$ cat src/rtl/pipe_hazard_ctrl_if.sv
// Hazard/forwarding control bundle between the pipeline datapath (master) and
// pipe_hazard_ctrl (slave).
interface pipe_hazard_ctrl_if #(
   parameter int unsigned AW     = 5,
   parameter int unsigned PERF_W = 32
);
   logic [AW-1:0]     id_rs;
   logic [AW-1:0]     id_rt;
   logic              id_uses_rs;
   logic              id_uses_rt;
   logic              id_mdu_start;
   logic              id_mdu_read;
   logic [AW-1:0]     ex_rs;
   logic [AW-1:0]     ex_rt;
   logic [AW-1:0]     ex_rd;
   logic              ex_mem_read;
   logic              ex_branch_taken;
   logic [AW-1:0]     mem_rd;
   logic [AW-1:0]     wb_rd;
   logic              mem_reg_write;
   logic              wb_reg_write;
   logic [1:0]        forward_a;
   logic [1:0]        forward_b;
   logic              stall;
   logic              bubble_idex;
   logic              flush_ifid;
   logic              mdu_busy;
   logic [PERF_W-1:0] perf_stall_cnt;
   logic [PERF_W-1:0] perf_flush_cnt;

   modport master (
      output id_rs, id_rt, id_uses_rs, id_uses_rt, id_mdu_start, id_mdu_read,
      output ex_rs, ex_rt, ex_rd, ex_mem_read, ex_branch_taken,
      output mem_rd, wb_rd, mem_reg_write, wb_reg_write,
      input  forward_a, forward_b, stall, bubble_idex, flush_ifid, mdu_busy,
      input  perf_stall_cnt, perf_flush_cnt
   );

   modport slave (
      input  id_rs, id_rt, id_uses_rs, id_uses_rt, id_mdu_start, id_mdu_read,
      input  ex_rs, ex_rt, ex_rd, ex_mem_read, ex_branch_taken,
      input  mem_rd, wb_rd, mem_reg_write, wb_reg_write,
      output forward_a, forward_b, stall, bubble_idex, flush_ifid, mdu_busy,
      output perf_stall_cnt, perf_flush_cnt
   );
endinterface

$ cat src/rtl/pipe_hazard_ctrl.sv
// EX forwarding, load-use stall sequencer, MDU HI/LO interlock and branch flush control.
// Optional stall/flush performance counters are built when HAZARD_PERF_EN is defined.
module pipe_hazard_ctrl #(
   parameter int unsigned AW         = 5,
   parameter int unsigned LOAD_STALL = 1,
   parameter int unsigned MDU_LAT    = 4,
   parameter int unsigned PERF_W     = 32
) (
   input logic           clk,
   input logic           reset_n,
   pipe_hazard_ctrl_if.slave hz
);

   typedef enum logic [0:0] {StIdle, StLwait} state_e;

   localparam logic [2:0] LoadWait = 3'(LOAD_STALL - 1);
   localparam logic [5:0] MduLat   = 6'(MDU_LAT);

   state_e     state_q;
   logic [2:0] lcnt_q;
   logic [5:0] mcnt_q;
   logic       mdu_busy_q;

   logic       load_hit;
   logic       mdu_hit;
   logic       stall;
   logic       mdu_issue;
   logic       branch;

   // MEM result is newer than WB, so it wins when both match.
   function automatic logic [1:0] fwd_sel(input logic [AW-1:0] src,
                                          input logic          mem_we,
                                          input logic [AW-1:0] mem_rd,
                                          input logic          wb_we,
                                          input logic [AW-1:0] wb_rd);
      logic [1:0] sel;
      sel = 2'b00;
      if (mem_we && (mem_rd != '0) && (mem_rd == src)) begin
         sel = 2'b10;
      end else if (wb_we && (wb_rd != '0) && (wb_rd == src)) begin
         sel = 2'b01;
      end
      return sel;
   endfunction

   always_comb begin
      hz.forward_a = fwd_sel(hz.ex_rs, hz.mem_reg_write, hz.mem_rd, hz.wb_reg_write, hz.wb_rd);
      hz.forward_b = fwd_sel(hz.ex_rt, hz.mem_reg_write, hz.mem_rd, hz.wb_reg_write, hz.wb_rd);
   end

   always_comb begin
      branch   = hz.ex_branch_taken;
      load_hit = hz.ex_mem_read && (hz.ex_rd != '0) &&
                 ((hz.id_uses_rs && (hz.ex_rd == hz.id_rs)) ||
                  (hz.id_uses_rt && (hz.ex_rd == hz.id_rt)));
      mdu_hit  = (hz.id_mdu_start || hz.id_mdu_read) && mdu_busy_q;
      // A taken branch kills whatever is in IF/ID, so holding it is pointless.
      stall    = !branch && ((state_q == StLwait) || load_hit || mdu_hit);
      mdu_issue = hz.id_mdu_start && !stall && !branch;
   end

   assign hz.stall       = stall;
   assign hz.bubble_idex = stall || branch;
   assign hz.flush_ifid  = branch;
   assign hz.mdu_busy    = mdu_busy_q;

   always_ff @(posedge clk or negedge reset_n) begin
      if (!reset_n) begin
         state_q    <= StIdle;
         lcnt_q     <= 3'd0;
         mcnt_q     <= 6'd0;
         mdu_busy_q <= 1'b0;
      end else begin
         case (state_q)
            StIdle: begin
               if (load_hit && !branch && (LOAD_STALL > 1)) begin
                  state_q <= StLwait;
                  lcnt_q  <= LoadWait;
               end
            end
            StLwait: begin
               if (branch || (lcnt_q == 3'd1)) begin
                  state_q <= StIdle;
                  lcnt_q  <= 3'd0;
               end else begin
                  lcnt_q <= lcnt_q - 3'd1;
               end
            end
            default: begin
               state_q <= StIdle;
               lcnt_q  <= 3'd0;
            end
         endcase

         // An in-flight operation keeps counting through flushes.
         if (mdu_issue) begin
            mcnt_q     <= MduLat;
            mdu_busy_q <= (MduLat != 6'd0);
         end else if (mcnt_q != 6'd0) begin
            mcnt_q     <= mcnt_q - 6'd1;
            mdu_busy_q <= (mcnt_q != 6'd1);
         end
      end
   end

`ifdef HAZARD_PERF_EN
   logic [PERF_W-1:0] perf_stall_q;
   logic [PERF_W-1:0] perf_flush_q;

   always_ff @(posedge clk or negedge reset_n) begin
      if (!reset_n) begin
         perf_stall_q <= '0;
         perf_flush_q <= '0;
      end else begin
         if (stall) begin
            perf_stall_q <= perf_stall_q + 1'b1;
         end
         if (branch) begin
            perf_flush_q <= perf_flush_q + 1'b1;
         end
      end
   end

   assign hz.perf_stall_cnt = perf_stall_q;
   assign hz.perf_flush_cnt = perf_flush_q;
`else
   assign hz.perf_stall_cnt = {PERF_W{1'b0}};
   assign hz.perf_flush_cnt = {PERF_W{1'b0}};
`endif

endmodule

$ cat src/flat_wrapper.sv
// flat-port wrapper written by rule: the top's interface ports become plain ports
module pipe_hazard_ctrl_flat 
#(
   parameter int unsigned AW         = 5,
   parameter int unsigned LOAD_STALL = 1,
   parameter int unsigned MDU_LAT    = 4,
   parameter int unsigned PERF_W     = 32
)
  (clk, reset_n, hz_id_rs, hz_id_rt, hz_id_uses_rs, hz_id_uses_rt, hz_id_mdu_start, hz_id_mdu_read, hz_ex_rs, hz_ex_rt, hz_ex_rd, hz_ex_mem_read, hz_ex_branch_taken, hz_mem_rd, hz_wb_rd, hz_mem_reg_write, hz_wb_reg_write, hz_forward_a, hz_forward_b, hz_stall, hz_bubble_idex, hz_flush_ifid, hz_mdu_busy, hz_perf_stall_cnt, hz_perf_flush_cnt);
  pipe_hazard_ctrl_if #(.AW(AW), .PERF_W(PERF_W)) hz_i ();
  input logic clk;
  input logic reset_n;
  input wire logic [$bits(hz_i.id_rs)-1:0] hz_id_rs;
  input wire logic [$bits(hz_i.id_rt)-1:0] hz_id_rt;
  input wire logic [$bits(hz_i.id_uses_rs)-1:0] hz_id_uses_rs;
  input wire logic [$bits(hz_i.id_uses_rt)-1:0] hz_id_uses_rt;
  input wire logic [$bits(hz_i.id_mdu_start)-1:0] hz_id_mdu_start;
  input wire logic [$bits(hz_i.id_mdu_read)-1:0] hz_id_mdu_read;
  input wire logic [$bits(hz_i.ex_rs)-1:0] hz_ex_rs;
  input wire logic [$bits(hz_i.ex_rt)-1:0] hz_ex_rt;
  input wire logic [$bits(hz_i.ex_rd)-1:0] hz_ex_rd;
  input wire logic [$bits(hz_i.ex_mem_read)-1:0] hz_ex_mem_read;
  input wire logic [$bits(hz_i.ex_branch_taken)-1:0] hz_ex_branch_taken;
  input wire logic [$bits(hz_i.mem_rd)-1:0] hz_mem_rd;
  input wire logic [$bits(hz_i.wb_rd)-1:0] hz_wb_rd;
  input wire logic [$bits(hz_i.mem_reg_write)-1:0] hz_mem_reg_write;
  input wire logic [$bits(hz_i.wb_reg_write)-1:0] hz_wb_reg_write;
  output wire logic [$bits(hz_i.forward_a)-1:0] hz_forward_a;
  output wire logic [$bits(hz_i.forward_b)-1:0] hz_forward_b;
  output wire logic [$bits(hz_i.stall)-1:0] hz_stall;
  output wire logic [$bits(hz_i.bubble_idex)-1:0] hz_bubble_idex;
  output wire logic [$bits(hz_i.flush_ifid)-1:0] hz_flush_ifid;
  output wire logic [$bits(hz_i.mdu_busy)-1:0] hz_mdu_busy;
  output wire logic [$bits(hz_i.perf_stall_cnt)-1:0] hz_perf_stall_cnt;
  output wire logic [$bits(hz_i.perf_flush_cnt)-1:0] hz_perf_flush_cnt;
  assign hz_i.id_rs = hz_id_rs;
  assign hz_i.id_rt = hz_id_rt;
  assign hz_i.id_uses_rs = hz_id_uses_rs;
  assign hz_i.id_uses_rt = hz_id_uses_rt;
  assign hz_i.id_mdu_start = hz_id_mdu_start;
  assign hz_i.id_mdu_read = hz_id_mdu_read;
  assign hz_i.ex_rs = hz_ex_rs;
  assign hz_i.ex_rt = hz_ex_rt;
  assign hz_i.ex_rd = hz_ex_rd;
  assign hz_i.ex_mem_read = hz_ex_mem_read;
  assign hz_i.ex_branch_taken = hz_ex_branch_taken;
  assign hz_i.mem_rd = hz_mem_rd;
  assign hz_i.wb_rd = hz_wb_rd;
  assign hz_i.mem_reg_write = hz_mem_reg_write;
  assign hz_i.wb_reg_write = hz_wb_reg_write;
  assign hz_forward_a = hz_i.forward_a;
  assign hz_forward_b = hz_i.forward_b;
  assign hz_stall = hz_i.stall;
  assign hz_bubble_idex = hz_i.bubble_idex;
  assign hz_flush_ifid = hz_i.flush_ifid;
  assign hz_mdu_busy = hz_i.mdu_busy;
  assign hz_perf_stall_cnt = hz_i.perf_stall_cnt;
  assign hz_perf_flush_cnt = hz_i.perf_flush_cnt;
  pipe_hazard_ctrl #(.AW(AW), .LOAD_STALL(LOAD_STALL), .MDU_LAT(MDU_LAT), .PERF_W(PERF_W)) u_core (.clk(clk), .reset_n(reset_n), .hz(hz_i));
endmodule
$ cat config.mk
export PLATFORM = sky130hd
export DESIGN_NAME = pipe_hazard_ctrl_flat
export DESIGN_NICKNAME = d
export VERILOG_FILES = /design/src/rtl/pipe_hazard_ctrl_if.sv /design/src/rtl/pipe_hazard_ctrl.sv /design/src/flat_wrapper.sv
export SDC_FILE = /design/constraint.sdc
export NUM_CORES = 1
export LEC_CHECK = 0
export ABC_AREA = 1
export CAP_MARGIN = 20
export CORE_AREA = 3 3 81 67
export DETAILED_ROUTE_END_ITERATION = 8
export DIE_AREA = 0 0 84 70
export HOLD_SLACK_MARGIN = 0.03
export PLACE_DENSITY = 0.87
export SYNTH_ARGS = -nofsm -noshare
export SYNTH_HDL_FRONTEND = slang
export SYNTH_SLANG_ARGS = --single-unit
$ cat constraint.sdc
create_clock -name clk -period 1.6 [get_ports clk]
set_input_delay 0.32 -clock clk [delete_from_list [all_inputs] [get_ports clk]]
set_output_delay 0.32 -clock clk [all_outputs]
set_load 0.01 [all_outputs]
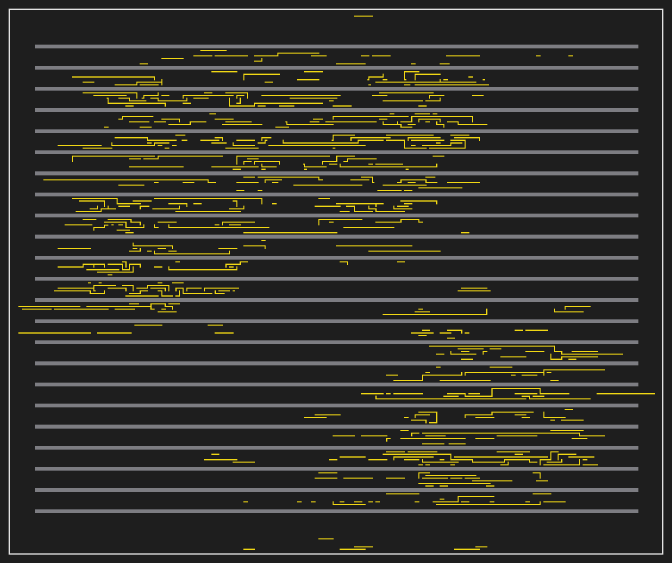
**Above:** run 1 (signal wires on met1).
Supply wires on this layer in grey.
longest straight run = 21.2 um
share of all routed wire = 39%
wire length on this layer = 1,480 um
main direction = horizontal
Vias: 1,425
M1 GR Usage: 13.9%
Total Wirelength: 3.76 mm

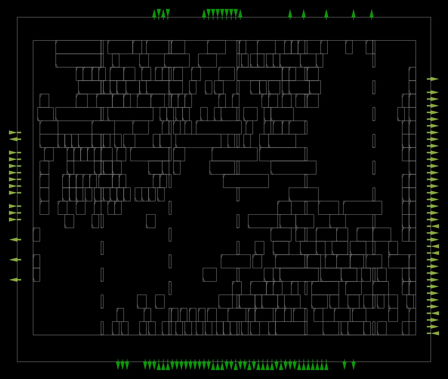
**Above:** run 1 (cell placement).
Tapcells: 60
Seq area share: 13.3%
final non-filler cell total: 367

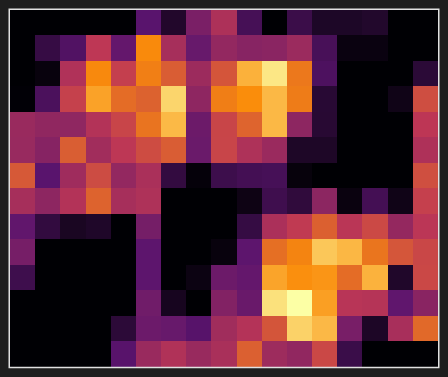
**Above:** run 1 (routed metal per tile).
17 x 14 tiles, from black (low) to pale yellow (high), scaled to the fullest tile. Values are wire area over tile area, all layers added.
tiles over half the peak = 25%
emptiest ninth of the die = south-west
fullest tile = 0.33
post-DR wirelength/cell: 10.2 um
Tot GR Track Use: 12.4%

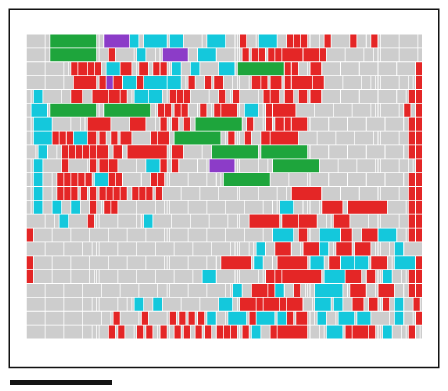
**Above:** run 1 (placement by cell class).
Scale bar: 20 um. Fill, decap, tap and diode cells in grey.
cyan -> other buffers and delay cells  # cells 68
red -> all other logic  # cells 224
purple -> clock drivers and dummy loads  # cells 4
green -> flip-flops  # cells 11
cell area after layout: 2070 um2
core area: 4650 um2
final core utilization: 44.6%
Cell Rows: 22

==> reports/summary.txt, run 1 <==
Post-CTS Resized -> 115
Slew Viols, Final -> 0
Endpoints failing setup -> 0
Gr ovfl total -> 0
Crit path time final -> 1.58 ns
Crit path DAT -> 1.26 ns
Top Registers -> u_core.mcnt_q x6, u_core.lcnt_q x3
CTS Sinks -> 11
Wl on met1 -> 1.48 mm
Non-clock buffers -> 68
Pint -> 0.908 mW
DRT Pass-1 Iters -> 4
Top cells by area -> buf_4, dfrtp_1, nand2_1
Post-route worst setup slack -> 0.0238 ns
Latency at later pin -> 0.24 ns
Hold slack -> 0.418 ns
Vias in the first global route -> 1,334
Die area -> 5880 um2
FF-to-FF End -> u_core.mcnt_q[3]$_DFFE_PN0P_
Avg Inst Size Synth -> 6.84 um2
P_sw -> 0.678 mW
Synth top cell by count -> buf_4
Largest cell class -> combinational gates
CP peak stage delay -> 0.25 ns
Cells in synth_stat.txt -> 237
Fillers -> 488
EDFF count, synth -> 0
Clock skew -> 0.00502 ns
Rel. slew slack -> 65.9%
WP buf/inv -> 2
Pwr top -> combinational cells
N_diodes -> 0
Most numerous logic cell after layout -> conb_1
Most frequent cells after synthesis -> buf_4, nand2_1, inv_1, nor2_1
Worst setup EP type -> primary output
Hold Fails Final Rpt -> 0
Synth Register Bits -> 11
TritonCTS clock tree -> done
Final clock-cell share -> 2.17%
Post-synthesis cell count -> 237
Reg power frac -> 27.3%
Most flops, register -> u_core.mcnt_q
Dominant cell area share -> 30.1%
Crit path from -> hz_ex_rt[4]
Final #Nets -> 357
Flop+latch power -> 0.432 mW
Critical-path maximum fanout -> 2
Comb/total area -> 51.1%
RSZ-0062 raised after global routing -> true
Mux area share -> 0%
Hold Crit Class -> in2async
Clock network power -> 0.285 mW
Share of layout cells above drive strength 1 -> 27.7%
Clock root buffer -> clkbuf_8
DRC Markers -> 0
Leakage dissipation -> 1.22 nW
Global-route wire length before repair -> 6.09 mm
Post-Synth Adder-Cell Area -> 3.09%
Status -> completed
Number of clock buffers in the layout -> 4
Routed wl met2 -> 2.03 mm
Area leader, netlist -> buf_4
Crit path kind -> in2out
Largest net degree at the start of global routing -> 12
Worst path top cell family by delay -> buffers and inverters
Worst Reg-to-Reg Cells -> 10
Top layer reached by signal wires -> met4
TNS Setup -> 0 ns
Gate power share -> 54.8%
Clock share of power -> 18.0%
Least-Margin Pin Slew -> 0.510 ns
Maximum clock rate -> 634 MHz
Antenna viol nets, final -> 0
DP HPWL -> 3.15 mm
Worst setup path endpoint -> hz_forward_b[0]
Worst setup SP type -> input port
Iter 0 DRT Violations -> 67
Post-route clock period utilization -> 98.5%
Vias per inst -> 3.88
Clock slew at reported path FFs -> 0.05 ns
Data buffer area share -> 23.7%
R2R Setup Slk -> 0.13 ns
Register area -> 275 um2
Power density over the cells -> 765 nW/um2
Hold_buf cts -> 0
Main synth FF type -> dfrtp_1
Main logic family -> buffers and inverters
Comb area -> 1060 um2
Most frequent cells in the layout -> conb_1, nand2_1, inv_1
Metal3 WL -> 231 um
Slowest cell on crit path -> dlygate4sd2_1
Flip-flops -> 11
Initial antenna violation count -> 0
Die Width -> 84 um
Htree depth -> 1
Grt met2 use -> 23.9%
Largest register FFs -> 6
AND-OR/OR-AND share of the synthesized area -> 4.17%
Clock Tree Buf Depth -> 2
Placed cells -> 359
Combinational gates -> 190
Routability Congestion -> 0.819
Simple-Gate Area Share -> 24.6%
Synth async-reset ratio -> 100%
CTS buffer count -> 3
YS chip area -> 1620 um2
Cell area after synthesis -> 1620 um2
## Run 2: what changed since run 1
- SLEW_MARGIN: unset -> 20
==> run 2 against run 1 <==
  * Setup slack unchanged
  * Routed wire length did not move
  * Combinational power about the same
==> reports/summary.txt, run 2 <==
Post-synthesis cell count -> 237 (unchanged)
Most flops, register -> u_core.mcnt_q
Global-route wire length before repair -> 6.09 mm (unchanged)
Htree depth -> 1 (unchanged)
Avg Inst Size Synth -> 6.84 um2 (unchanged)
Crit path DAT -> 1.26 ns (about the same)
CTS Sinks -> 11 (unchanged)
Clock share of power -> 18.0% (about the same)
CP peak stage delay -> 0.25 ns (about the same)
Final non-filler cell total -> 367 (unchanged)
Comb/total area -> 51.1% (unchanged)
Top layer reached by signal wires -> met4
Vias -> 1,425 (unchanged)
WP depth -> 6
TritonCTS clock tree -> done
Initial antenna violation count -> 0 (unchanged)
Post-route clock period utilization -> 98.5% (unchanged)
Tool warnings -> 30
Mux area share -> 0% (unchanged)
CTS buffer count -> 3 (unchanged)
Die area -> 5880 um2 (unchanged)
Most frequent cells in the layout -> conb_1, nand2_1, inv_1
Clock network power -> 0.285 mW (about the same)
Critical-path maximum fanout -> 2 (unchanged)
AND-OR/OR-AND share of the synthesized area -> 4.17% (unchanged)
Worst path top cell family by delay -> buffers and inverters
DRT Pass-1 Iters -> 4 (unchanged)
Clock skew -> 0.00502 ns (unchanged)
Worst setup path endpoint -> hz_forward_b[0]
Placed cells -> 359 (unchanged)
Routability Congestion -> 0.819 (unchanged)
Status -> completed
Cell area after synthesis -> 1620 um2 (unchanged)
Hold_buf cts -> 0 (unchanged)
Post-Synth Adder-Cell Area -> 3.09% (unchanged)
EDFF count, synth -> 0 (unchanged)
Rel. slew slack -> 65.9% (unchanged)
Antenna viol nets, final -> 0 (unchanged)
Crit path time final -> 1.58 ns (unchanged)
Top Registers -> u_core.mcnt_q x6, u_core.lcnt_q x3
DP HPWL -> 3.15 mm (unchanged)
Power density over the cells -> 765 nW/um2 (unchanged)
Routed wl met2 -> 2.03 mm (unchanged)
Slew Viols, Final -> 0 (unchanged)
M1 GR Usage -> 13.9% (unchanged)
Tot GR Track Use -> 12.4% (unchanged)
Post-CTS Resized -> 115 (unchanged)
Crit path from -> hz_ex_rt[4]
P_sw -> 0.678 mW (unchanged)
Cells in synth_stat.txt -> 237 (unchanged)
Largest register FFs -> 6 (unchanged)
Pint -> 0.908 mW (unchanged)
Non-clock buffers -> 68 (unchanged)
Iter 0 DRT Violations -> 67 (unchanged)
Reg power frac -> 27.3% (about the same)
Gate power share -> 54.8% (about the same)
Crit path kind -> in2out
Share of layout cells above drive strength 1 -> 27.7% (unchanged)
WP buf/inv -> 2 (unchanged)
Seq area share -> 13.3% (unchanged)
Post-DR wirelength/cell -> 10.2 um (unchanged)
Simple-Gate Area Share -> 24.6% (unchanged)
Tapcells -> 60 (unchanged)
Final clock-cell share -> 2.17% (unchanged)
Top cells by area -> buf_4, dfrtp_1, nand2_1
Main logic family -> buffers and inverters
Worst Reg-to-Reg Cells -> 10 (unchanged)
Largest cell class -> combinational gates
Leakage dissipation -> 1.22 nW (unchanged)
Data buffer area share -> 23.7% (unchanged)
Synth async-reset ratio -> 100% (unchanged)
Flop+latch power -> 0.432 mW (about the same)
RSZ-0062 raised after global routing -> true
Slowest cell on crit path -> dlygate4sd2_1
Most frequent cells after synthesis -> buf_4, nand2_1, inv_1, nor2_1
Endpoints failing setup -> 0 (unchanged)
Maximum clock rate -> 634 MHz (unchanged)
Wl on met1 -> 1.48 mm (unchanged)
Hold Crit Class -> in2async
Comb area -> 1060 um2 (unchanged)
Number of clock buffers in the layout -> 4 (unchanged)
Clock root buffer -> clkbuf_8
Hold Fails Final Rpt -> 0 (unchanged)
Final core utilization -> 44.6% (unchanged)
Die Width -> 84 um (unchanged)
Dominant cell area share -> 30.1% (unchanged)
Latency at later pin -> 0.24 ns (about the same)
Worst setup SP type -> input port
Sw frac -> 42.8%
Area leader, netlist -> buf_4
DRC Markers -> 0 (unchanged)
Post-route worst setup slack -> 0.0238 ns (unchanged)
Vias in the first global route -> 1,334 (unchanged)
Cell area after layout -> 2070 um2 (unchanged)
R2R Setup Slk -> 0.13 ns (about the same)
Hold slack -> 0.418 ns (unchanged)
Die Y -> 70 um
Vias per inst -> 3.88 (unchanged)
Least-Margin Pin Slew -> 0.510 ns (unchanged)
YS chip area -> 1620 um2 (unchanged)
Main synth FF type -> dfrtp_1
Clock slew at reported path FFs -> 0.05 ns (about the same)
Metal3 WL -> 231 um (unchanged)
Largest net degree at the start of global routing -> 12 (unchanged)
Total Wirelength -> 3.76 mm (unchanged)
FF-to-FF End -> u_core.mcnt_q[3]$_DFFE_PN0P_
Grt met2 use -> 23.9% (unchanged)
Combinational gates -> 190 (unchanged)
Register area -> 275 um2 (unchanged)
Cell Rows -> 22 (unchanged)
N_diodes -> 0 (unchanged)
Clock Tree Buf Depth -> 2 (unchanged)
Final #Nets -> 357 (unchanged)
Synth top cell by count -> buf_4
Most numerous logic cell after layout -> conb_1
Gr ovfl total -> 0 (unchanged)
Core area -> 4650 um2 (unchanged)
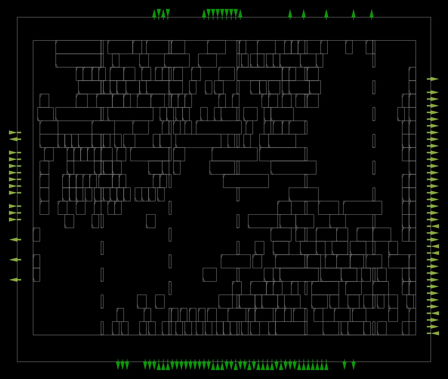
**Above:** run 2 (cell placement).
flip-flops: 11
Fillers: 488

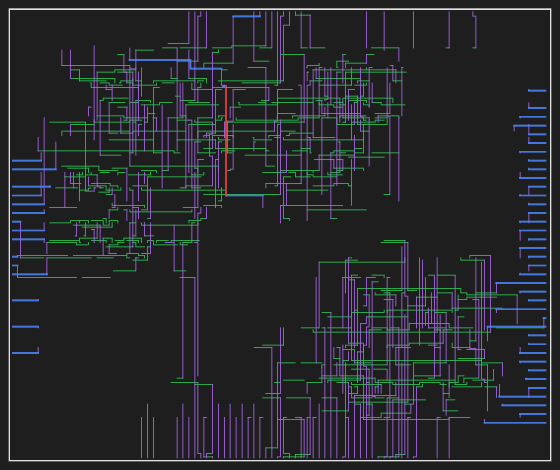
**Above:** run 2 (wiring by layer).
red -> met4  # wire length 17.0 um
green -> met1  # wire length 1,480 um
blue -> met3  # wire length 231 um
purple -> met2  # wire length 2,030 um

Power figures rest on the tool's default switching activity, not on a simulated workload.
